File: config.mk
export PLATFORM = sky130hd
export DESIGN_NAME = uart_rx_fifo
export DESIGN_NICKNAME = d
export VERILOG_FILES = /design/src/rtl/uart_rx_fifo.sv
export SDC_FILE = /design/constraint.sdc
export NUM_CORES = 1
export LEC_CHECK = 0
export CORE_ASPECT_RATIO = 0.7
export CORE_MARGIN = 1.5
export CORE_UTILIZATION = 38
export CTS_CLUSTER_DIAMETER = 80
export DETAILED_ROUTE_END_ITERATION = 8
export GPL_ROUTABILITY_DRIVEN = 0
export PLACE_DENSITY = 0.54
export SYNTH_ARGS = -nofsm -noshare
export SYNTH_HDL_FRONTEND = slang
export SYNTH_SLANG_ARGS = --single-unit
File: constraint.sdc
create_clock -name clk -period 3.2 [get_ports clk]
set_input_delay 0.48 -clock clk [delete_from_list [all_inputs] [get_ports clk]]
set_output_delay 0.48 -clock clk [all_outputs]
set_load 0.01 [all_outputs]
File: src/rtl/uart_rx_fifo.sv
// rtl/uart_rx_fifo.sv - UART receive FIFO behind a one-hot processor port interface
// Define UART_RX_FIFO_ERR_STORE_EN to keep perr/ferr/oerr per entry instead of sticky flags.
module uart_rx_fifo #(
  parameter int DEPTH    = 16,
  parameter int DATA_IDX = 0,
  parameter int STAT_IDX = 1
) (
  input  logic        clk,
  input  logic        reset,
  input  logic        rx_rdy,
  input  logic [7:0]  rx_data,
  input  logic        perr,
  input  logic        ferr,
  input  logic        oerr,
  input  logic [15:0] port_id,
  input  logic [15:0] reads,
  output logic        rx_ack,
  output logic [7:0]  out_port,
  output logic        not_empty,
  output logic        full
);

  localparam int AW = $clog2(DEPTH);
  localparam logic [AW:0] FULL_CNT = (AW + 1)'(DEPTH);
`ifdef UART_RX_FIFO_ERR_STORE_EN
  localparam int EW = 11;
`else
  localparam int EW = 8;
`endif

  typedef enum logic [1:0] {IDLE, PUSH, WAIT_LOW} state_t;

  state_t        state;
  logic [EW-1:0] mem [DEPTH];
  logic [EW-1:0] wr_entry;
  logic [EW-1:0] head_entry;
  logic [AW-1:0] wr_ptr;
  logic [AW-1:0] rd_ptr;
  logic [AW:0]   count;
  logic          ovr;
  logic [2:0]    head_err;
  logic [7:0]    head_byte;
  logic [7:0]    status;
  logic          push;
  logic          pop;
  logic          do_write;
  logic          drop;
  logic          stat_rd;
  logic          unused_sel;

  assign push      = (state == PUSH);
  assign pop       = reads[DATA_IDX] && not_empty;
  // A simultaneous pop frees the slot the write pointer lands on, so a full FIFO still accepts.
  assign do_write  = push && (!full || pop);
  assign drop      = push && full && !pop;
  assign stat_rd   = reads[STAT_IDX];
  assign not_empty = (count != '0);
  assign full      = (count == FULL_CNT);
  assign unused_sel = ^{port_id, reads};

  always_ff @(posedge clk or negedge reset) begin
    if (!reset) begin
      state  <= IDLE;
      rx_ack <= 1'b0;
    end else begin
      rx_ack <= 1'b0;
      case (state)
        IDLE: begin
          if (rx_rdy) begin
            state  <= PUSH;
            rx_ack <= 1'b1;
          end
        end
        PUSH:     state <= WAIT_LOW;
        WAIT_LOW: if (!rx_rdy) state <= IDLE;
        default:  state <= IDLE;
      endcase
    end
  end

  always_ff @(posedge clk or negedge reset) begin
    if (!reset) begin
      wr_ptr <= '0;
      rd_ptr <= '0;
      count  <= '0;
      ovr    <= 1'b0;
    end else begin
      if (do_write) wr_ptr <= wr_ptr + 1'b1;
      if (pop)      rd_ptr <= rd_ptr + 1'b1;
      if (do_write && !pop)      count <= count + 1'b1;
      else if (pop && !do_write) count <= count - 1'b1;
      if (drop)         ovr <= 1'b1;
      else if (stat_rd) ovr <= 1'b0;
    end
  end

  always_ff @(posedge clk) begin
    if (do_write) mem[wr_ptr] <= wr_entry;
  end

  assign head_entry = mem[rd_ptr];
  assign head_byte  = head_entry[EW-1:EW-8];

`ifdef UART_RX_FIFO_ERR_STORE_EN
  assign wr_entry = {rx_data, perr, ferr, oerr};
  assign head_err = not_empty ? head_entry[2:0] : 3'b000;
`else
  logic [2:0] err_sticky;
  logic [2:0] new_err;

  assign wr_entry = rx_data;
  assign new_err  = do_write ? {perr, ferr, oerr} : 3'b000;
  assign head_err = err_sticky;

  // Errors pushed in the same cycle as a status read survive the clear.
  always_ff @(posedge clk or negedge reset) begin
    if (!reset)       err_sticky <= 3'b000;
    else if (stat_rd) err_sticky <= new_err;
    else              err_sticky <= err_sticky | new_err;
  end
`endif

  assign status = {3'b000, ovr, head_err, not_empty};

  always_comb begin
    out_port = 8'h00;
    if (port_id[DATA_IDX])      out_port = head_byte;
    else if (port_id[STAT_IDX]) out_port = status;
  end

endmodule

Figure 1. Cell outlines without signal wires.
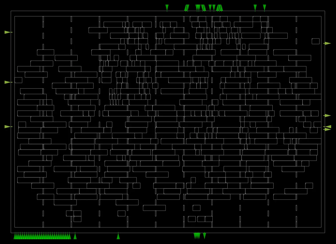
Seq/total area: 59.41%
Core ar.: 15550 um2

Figure 2. PDN straps and rails.
Pins as bars on the die edge. Tap cells in grey.
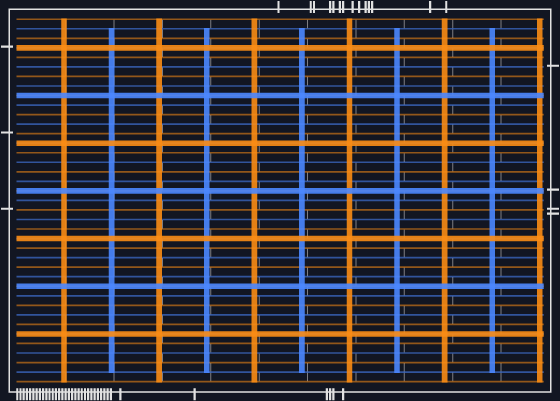
net	colour
VSS	orange
VDD	blue
met1 rails	39
tap cells	200
rows	38
met5 straps	7
Die Width: 154.0 um
Max VDD drop: 0.3776 mV
die height: 108.7 um

==> results.json <==
{
  "viasPerCell": 5.150,
  "path_clk_slew_ps": 60,
  "rr_worst_depth": 11,
  "grt_first_pass_wirelength_um": 19580,
  "clk_latency_ps": 410,
  "largestRegisters": "mem (128), count (5)",
  "hold_buffers": 0,
  "top_register": "mem",
  "powerDensity_nw_per_um2": 875.2,
  "synth_area_per_cell_um2": 17.48,
  "final_cell_mix": "128 x edfxtp_1, 32 x mux2i_1, 28 x clkdlybuf4s50_1, 23 x buf_4, 21 x mux4_2",
  "mux_area_share_pct": 13.61,
  "worstPathArrival_ps": 2680,
  "powerComb_uw": 1990,
  "drt_iter0_drc": 247,
  "layout.area.comb_um2": 1600,
  "cts_root_buf": "clkbuf_16",
  "syn_to_final_growth_pct": 20.62,
  "power_leakage_uw": 0.002605,
  "hold_end": "rx_ack$_DFF_PN0_",
  "antenna_found_initial": 0,
  "dr.pass1.iters": 4,
  "dpl_worst_slack_ps": 297.1,
  "clkCellAreaFrac_pct": 7.745,
  "clock-sinks": 148,
  "crit_fanout": 10,
  "ios": 57,
  "ctsLongestPathBuffers": 2,
  "num_antenna_cells": 0,
  "r2r-end": "count[4]$_DFFE_PN0P_",
  "synth_adder_area_share_pct": 2.392,
  "crit_buf_inv": 2,
  "buf_share_pct": 6.736,
  "drv_slew": 0,
  "lay_top_count": "edfxtp_1",
  "routedWlPerCell_um": 21.18,
  "place_inst": 581,
  "rows": 38,
  "endpoint_kind": "output port",
  "min_period_over_period_pct": 98.89,
  "simple_gate_area_share_pct": 4.620,
  "cts_resized": 1,
  "pg_clk_uw": 1910,
  "path_class": "reg -> out",
  "fp_util_pct": 39.02,
  "fin_util_pct": 47.07,
  "vias": 3188,
  "critPathCapture": "out_port[2]",
  "finish.instance_area_um2": 7318,
  "portBuffers": 28,
  "grt_usage_pct": 16.78,
  "top_usage_layer": "met2",
  "most_common_cell": "edfxtp_1",
  "syn_nets": 404,
  "grt_util_met2_pct": 24.98,
  "nNonClkInverters": 16,
  "pwr-share-clk_pct": 29.8,
  "synth-seq-cells": 148,
  "ant_nets": 0,
  "setup_violations": 0,
  "nClkBuffers": 19,
  "status": "completed",
  "cts_tree": "done",
  "chip_area_um2": 16740,
  "sh_comb_area_pct": 21.87,
  "cp_data_required_time_ps": 2720,
  "min-delay-start": "state[0]$_DFFE_PN0P_",
  "nNetsFinal": 463,
  "internal_power_uw": 4454,
  "use_met1_pct": 24.97,
  "fillCellCount": 1337,
  "drv_cap": 0,
  "reg2reg_from": "count[0]$_DFFE_PN0P_",
  "topCombFamilyByArea": "multiplexers",
  "slew_headroom_pct": 37.55,
  "yosysTopAreaCell": "edfxtp_1",
  "synth_cell_types": 35,
  "yosys_area_um2": 6067,
  "highest_layer": "met4",
  "hold-path-cell-count": 1,
  "cts-htree-levels": 4,
  "r2r_slack_ps": 430,
  "skew_ps": 7.935,
  "syn_area_um2": 6067,
  "placedInstanceArea_um2": 6695,
  "grt_setup_unrepaired": "false",
  "hp-class": "reg -> reg",
  "whs_ps": 484.5,
  "cts_inserted_buffers": 17,
  "drt-met1-wl_um": 6712,
  "area.sequential_um2": 4348,
  "grt_pass1_vias": 3200,
  "worst_slack_ps": 35.39,
  "ff_count": 148,
  "path_cells": "buf_4, mux4_2, mux2i_1, o21ai_0, clkdlybuf4s50_1",
  "cp_slowest_cell": "dfrtp_4",
  "synth_cells": 347,
  "logic_gate_count": 170,
  "min_period_ps": 3165,
  "overflow": 0,
  "warning_count": 58,
  "ys_seq_share_pct": 71.60,
  "drt-total-wl_um": 13110,
  "cp.depth": 5,
  "ys_cells": 347,
  "max_stage_delay_ps": 560,
  "xor_area_share_pct": 1.444,
  "synthTopCellsByArea": "edfxtp_1 63%, dfrtp_1 8.2%, mux4_2 7.8%",
  "largest_cell_class": "flip-flops and latches",
  "num-nonclk-buffers": 53,
  "yosys_warnings": 0,
  "p_seq_share_pct": 39.1,
  "p_total_uw": 6405,
  "wl_met2_um": 5931,
  "edf_count": 128,
  "tns_ps": 0,
  "path_delay_family": "multiplexers",
  "top_power_group": "sequential cells",
  "wl_met3_um": 346,
  "powerSeq_uw": 2500,
  "largest_register_ffs": 128
}
Power is estimated from default activity; no workload was simulated.
